## src/rtl/iir_mc_filter_pkg.sv

```systemverilog
// Shared defaults, derived widths and FSM state encoding for the
// time-multiplexed multi-channel IIR filter.
package iir_mc_filter_pkg;

  localparam int INPUT_TAPS       = 3;
  localparam int OUTPUT_TAPS      = 2;
  localparam int DATA_WIDTH       = 16;
  localparam int COEFF_WIDTH      = 16;
  localparam int DATA_FRAC_WIDTH  = 8;
  localparam int COEFF_FRAC_WIDTH = 14;
  localparam int CHANNELS         = 4;

  localparam int CHAN_WIDTH    = (CHANNELS > 1) ? $clog2(CHANNELS) : 1;
  localparam int ACC_WIDTH     = DATA_WIDTH + COEFF_WIDTH + $clog2(INPUT_TAPS + OUTPUT_TAPS);
  localparam int PROCESS_DELAY = INPUT_TAPS + OUTPUT_TAPS + 1;

  typedef enum logic [1:0] {
    IDLE,
    MAC,
    ROUND,
    OUT
  } state_e;

endpackage

```

## src/rtl/iir_round_sat.sv

```systemverilog
// Round-half-up, arithmetic shift by the coefficient fraction width and
// saturation of the accumulator to a signed output sample.
module iir_round_sat #(
  parameter int ACC_WIDTH  = 35,
  parameter int DATA_WIDTH = 16,
  parameter int FRAC_WIDTH = 14
) (
  input  logic signed [ACC_WIDTH-1:0]  acc,
  output logic signed [DATA_WIDTH-1:0] y,
  output logic                         sat
);

  localparam logic signed [ACC_WIDTH-1:0] HALF = ACC_WIDTH'(1) << (FRAC_WIDTH - 1);
  localparam logic signed [ACC_WIDTH-1:0] MAXV =
    {{(ACC_WIDTH - DATA_WIDTH + 1){1'b0}}, {(DATA_WIDTH - 1){1'b1}}};
  localparam logic signed [ACC_WIDTH-1:0] MINV =
    {{(ACC_WIDTH - DATA_WIDTH + 1){1'b1}}, {(DATA_WIDTH - 1){1'b0}}};

  logic signed [ACC_WIDTH-1:0] rnd;
  logic signed [ACC_WIDTH-1:0] shr;

  always_comb begin
    rnd = acc + HALF;
    shr = rnd >>> FRAC_WIDTH;
    sat = 1'b0;
    y   = shr[DATA_WIDTH-1:0];
    if (shr > MAXV) begin
      y   = {1'b0, {(DATA_WIDTH - 1){1'b1}}};
      sat = 1'b1;
    end else if (shr < MINV) begin
      y   = {1'b1, {(DATA_WIDTH - 1){1'b0}}};
      sat = 1'b1;
    end
  end

endmodule

```

## src/rtl/iir_mc_filter.sv

```systemverilog
// Multi-channel direct-form-I IIR filter: one shared MAC walks x taps then
// y taps of the selected channel, then rounds, saturates and hands off.
module iir_mc_filter #(
  parameter int INPUT_TAPS       = iir_mc_filter_pkg::INPUT_TAPS,
  parameter int OUTPUT_TAPS      = iir_mc_filter_pkg::OUTPUT_TAPS,
  parameter int DATA_WIDTH       = iir_mc_filter_pkg::DATA_WIDTH,
  parameter int COEFF_WIDTH      = iir_mc_filter_pkg::COEFF_WIDTH,
  parameter int DATA_FRAC_WIDTH  = iir_mc_filter_pkg::DATA_FRAC_WIDTH,
  parameter int COEFF_FRAC_WIDTH = iir_mc_filter_pkg::COEFF_FRAC_WIDTH,
  parameter int CHANNELS         = iir_mc_filter_pkg::CHANNELS,
  localparam int CHAN_WIDTH      = (CHANNELS > 1) ? $clog2(CHANNELS) : 1
) (
  input  logic                                                   clk_i,
  input  logic                                                   reset_i,
  input  logic [DATA_WIDTH-1:0]                                  x_i,
  input  logic [CHAN_WIDTH-1:0]                                  chan_i,
  input  logic                                                   valid_i,
  output logic                                                   ready_and_o,
  input  logic [CHANNELS-1:0][INPUT_TAPS-1:0][COEFF_WIDTH-1:0]   coeff_x_i,
  input  logic [CHANNELS-1:0][OUTPUT_TAPS-1:0][COEFF_WIDTH-1:0]  coeff_y_i,
  input  logic                                                   hist_clr_i,
  input  logic [CHAN_WIDTH-1:0]                                  hist_chan_i,
  output logic [DATA_WIDTH-1:0]                                  y_o,
  output logic [CHAN_WIDTH-1:0]                                  chan_o,
  output logic                                                   sat_o,
  output logic                                                   valid_o,
  input  logic                                                   ready_and_i,
  output logic                                                   err_o
);

  import iir_mc_filter_pkg::*;

  localparam int N         = INPUT_TAPS + OUTPUT_TAPS;
  localparam int CNT_W     = (N > 1) ? $clog2(N) : 1;
  localparam int ACC_WIDTH = DATA_WIDTH + COEFF_WIDTH + $clog2(N);
  localparam int XH        = (INPUT_TAPS > 1) ? INPUT_TAPS - 1 : 1;

  if (CHANNELS < 1 || OUTPUT_TAPS < 1 || COEFF_FRAC_WIDTH < 1 ||
      DATA_FRAC_WIDTH >= DATA_WIDTH) begin : g_bad_cfg
    $error("iir_mc_filter: unsupported parameter combination");
  end

  state_e state, state_n;

  logic                          started;
  logic                          accept;
  logic                          in_range;
  logic                          clr_range;
  logic [CNT_W-1:0]              cnt;
  logic signed [ACC_WIDTH-1:0]   acc;
  logic signed [DATA_WIDTH-1:0]  x_cur;
  logic [CHAN_WIDTH-1:0]         ch_cur;
  logic signed [DATA_WIDTH-1:0]  xh [CHANNELS][XH];
  logic signed [DATA_WIDTH-1:0]  yh [CHANNELS][OUTPUT_TAPS];
  logic signed [DATA_WIDTH-1:0]  taps_d [N];
  logic signed [COEFF_WIDTH-1:0] taps_c [N];
  logic signed [DATA_WIDTH-1:0]  op_d;
  logic signed [COEFF_WIDTH-1:0] op_c;
  logic signed [DATA_WIDTH+COEFF_WIDTH-1:0] prod;
  logic signed [DATA_WIDTH-1:0]  y_rs;
  logic                          sat_rs;

  // One extra bit so CHANNELS equal to 2**CHAN_WIDTH does not wrap to zero.
  assign in_range  = {1'b0, chan_i} < (CHAN_WIDTH + 1)'(CHANNELS);
  assign clr_range = {1'b0, hist_chan_i} < (CHAN_WIDTH + 1)'(CHANNELS);

  always_ff @(posedge clk_i or negedge reset_i) begin
    if (!reset_i) state <= IDLE;
    else          state <= state_n;
  end

  always_comb begin
    state_n     = state;
    ready_and_o = 1'b0;
    accept      = 1'b0;
    case (state)
      IDLE: begin
        ready_and_o = started && !hist_clr_i;
        accept      = valid_i && ready_and_o;
        if (accept && in_range) state_n = MAC;
      end
      MAC:     if (cnt == CNT_W'(N - 1)) state_n = ROUND;
      ROUND:   state_n = OUT;
      OUT:     if (ready_and_i) state_n = IDLE;
      default: state_n = IDLE;
    endcase
  end

  // Tap order: new x, x history, then y history of the captured channel.
  always_comb begin
    taps_d[0] = x_cur;
    taps_c[0] = coeff_x_i[ch_cur][0];
    for (int unsigned k = 1; k < INPUT_TAPS; k++) begin
      taps_d[k] = xh[ch_cur][k-1];
      taps_c[k] = coeff_x_i[ch_cur][k];
    end
    for (int unsigned k = 0; k < OUTPUT_TAPS; k++) begin
      taps_d[INPUT_TAPS+k] = yh[ch_cur][k];
      taps_c[INPUT_TAPS+k] = coeff_y_i[ch_cur][k];
    end
    op_d = taps_d[cnt];
    op_c = taps_c[cnt];
    prod = op_d * op_c;
  end

  iir_round_sat #(
    .ACC_WIDTH  (ACC_WIDTH),
    .DATA_WIDTH (DATA_WIDTH),
    .FRAC_WIDTH (COEFF_FRAC_WIDTH)
  ) u_round_sat (
    .acc (acc),
    .y   (y_rs),
    .sat (sat_rs)
  );

  always_ff @(posedge clk_i or negedge reset_i) begin
    if (!reset_i) begin
      started <= 1'b0;
      cnt     <= '0;
      acc     <= '0;
      x_cur   <= '0;
      ch_cur  <= '0;
      y_o     <= '0;
      chan_o  <= '0;
      sat_o   <= 1'b0;
      valid_o <= 1'b0;
      err_o   <= 1'b0;
      for (int unsigned c = 0; c < CHANNELS; c++) begin
        for (int unsigned k = 0; k < XH; k++)          xh[c][k] <= '0;
        for (int unsigned k = 0; k < OUTPUT_TAPS; k++) yh[c][k] <= '0;
      end
    end else begin
      started <= 1'b1;
      err_o   <= 1'b0;
      case (state)
        IDLE: begin
          if (hist_clr_i) begin
            if (clr_range) begin
              for (int unsigned k = 0; k < XH; k++)          xh[hist_chan_i][k] <= '0;
              for (int unsigned k = 0; k < OUTPUT_TAPS; k++) yh[hist_chan_i][k] <= '0;
            end
          end else if (accept) begin
            x_cur  <= x_i;
            ch_cur <= chan_i;
            acc    <= '0;
            cnt    <= '0;
            err_o  <= !in_range;
          end
        end
        MAC: begin
          acc <= acc + ACC_WIDTH'(prod);
          cnt <= (cnt == CNT_W'(N - 1)) ? '0 : cnt + 1'b1;
        end
        ROUND: begin
          y_o     <= y_rs;
          chan_o  <= ch_cur;
          sat_o   <= sat_rs;
          valid_o <= 1'b1;
          for (int unsigned k = XH - 1; k > 0; k--) xh[ch_cur][k] <= xh[ch_cur][k-1];
          xh[ch_cur][0] <= x_cur;
          for (int unsigned k = OUTPUT_TAPS - 1; k > 0; k--) yh[ch_cur][k] <= yh[ch_cur][k-1];
          yh[ch_cur][0] <= y_rs;
        end
        OUT: if (ready_and_i) valid_o <= 1'b0;
        default: ;
      endcase
    end
  end

endmodule

```

## config.mk

```make
export PLATFORM = sky130hd
export DESIGN_NAME = iir_mc_filter
export DESIGN_NICKNAME = d
export VERILOG_FILES = /design/src/rtl/iir_mc_filter_pkg.sv /design/src/rtl/iir_round_sat.sv /design/src/rtl/iir_mc_filter.sv
export SDC_FILE = /design/constraint.sdc
export NUM_CORES = 2
export LEC_CHECK = 0
export ABC_AREA = 1
export CORE_MARGIN = 4
export CORE_UTILIZATION = 35
export CTS_BUF_LIST = sky130_fd_sc_hd__clkbuf_4
export CTS_CLUSTER_SIZE = 10
export DETAILED_ROUTE_END_ITERATION = 10
export GPL_TIMING_DRIVEN = 0
export SLEW_MARGIN = 20
export SYNTH_ARGS = -nofsm -noshare
export SYNTH_HDL_FRONTEND = slang
export SYNTH_SLANG_ARGS = --single-unit
```

## constraint.sdc

```tcl
create_clock -name clk_i -period 6.3 [get_ports clk_i]
set_clock_uncertainty 0.05 [all_clocks]
set_input_delay 1.575 -clock clk_i [delete_from_list [all_inputs] [get_ports clk_i]]
set_output_delay 1.575 -clock clk_i [all_outputs]
set_load 0.02 [all_outputs]
```

### Pin placement

Drawn at 1 px/µm. Pins as bars across the die edge, other pins in grey.
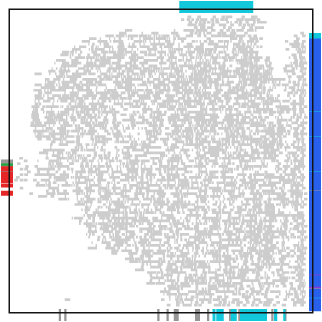
port	colour	pins	direction	edge
y_o	red	16	output	west
ready_and_o	green	1	output	west
coeff_x_i	blue	192	input	east
chan_i	purple	2	input	east
coeff_y_i	cyan	128	input	79 north, 41 south, 8 east
die x size: 302 µm
PortBufs: 365
Die Ht: 302 µm

### Routed metal, one colour a layer

Drawn at 1 px/µm. Only two layers are drawn.
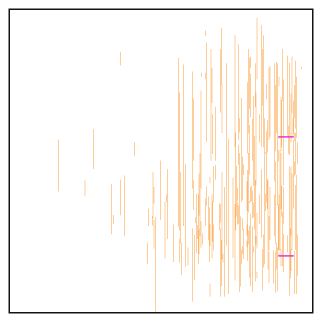
layer	colour	wire length
met4	orange	10,000 µm
met5	magenta	27.6 µm
drt wl/cell: 24.3 µm
via count: 30.6k
All-Layer GR Usage: 0.298
final WL: 139,000 µm

==> impl_metrics.toml <==
# implementation run metrics
[worst_setup_path]
worst-endpoint-required_ps = 6990
crit_end = "acc[31]$_DFFE_PN0P_"
critPathMaxFanout = 8
path_class = "reg -> reg"
crit_path_top_delay_cell = "fa_2"
cp_top_family = "adder cells"
cp_common_cell = "buf_12"
r2r-end = "acc[31]$_DFFE_PN0P_"
r2r_setup_slack_ps = -1070
rr_worst_depth = 31

[final_timing]
tns_ps = -23230
period_used_share = 1.17
fmax_ghz = 0.136
worst_slack_ps = -1070
rsz0062_at_grt = "true"
holdWs_ps = 427
final-setup-viol-count = 28

[placed_design]
placedCellCount = 5370
gp_congestion = 0.965
dp_slack_ps = -2720
place_area_um2 = 36000

[cells_and_area]
n_antenna_cell = 6
design_area_um2 = 41400
final_cells = 5723
nNonClkBuffers = 756
clock_buffers = 135
inverters = 803
sh_comb_area = 0.483
dominant_cells = "multi-input combinational cells"
logic_area_um2 = 20000

[logic_synthesis]
yosys_area_um2 = 30200
topCellsByArea = "dfrtp_1 28%, fa_1 21%, nand2_1 12%"
syn-cell-area_um2 = 30200
ys.flop_type = "dfrtp_1"
synth.top_cell.area_share = 0.277
ys_warn_count = 0
ys_seq_frac = 0.277
mux_share = 0
synth-xor-area-share = 0.00637
synthCells = 3858
yosys.area.top_type = "dfrtp_1"

[flow_run]
drv_cap = 0

[clock_tree]
clkSinkCount = 335
post_cts_buffers = 128
clock_latency_ps = 880
cts_hold_buf = 0
h-tree-depth = 3
numCtsBuffers = 89

[global_routing]
grt_use_met1 = 0.384
grt_max_degree = 96
busiest_layer = "met2"
grt_pass1_vias = 30000
met2_usage = 0.436

[status]
status = "finished with violations"
violations = "negative setup slack"

[worst_hold_path]
hp-class = "reg -> reg"

[drt]
met1Wirelength_um = 54500
dr_wl_met2_um = 59000
ant_nets = 0

[die]
ios = 367
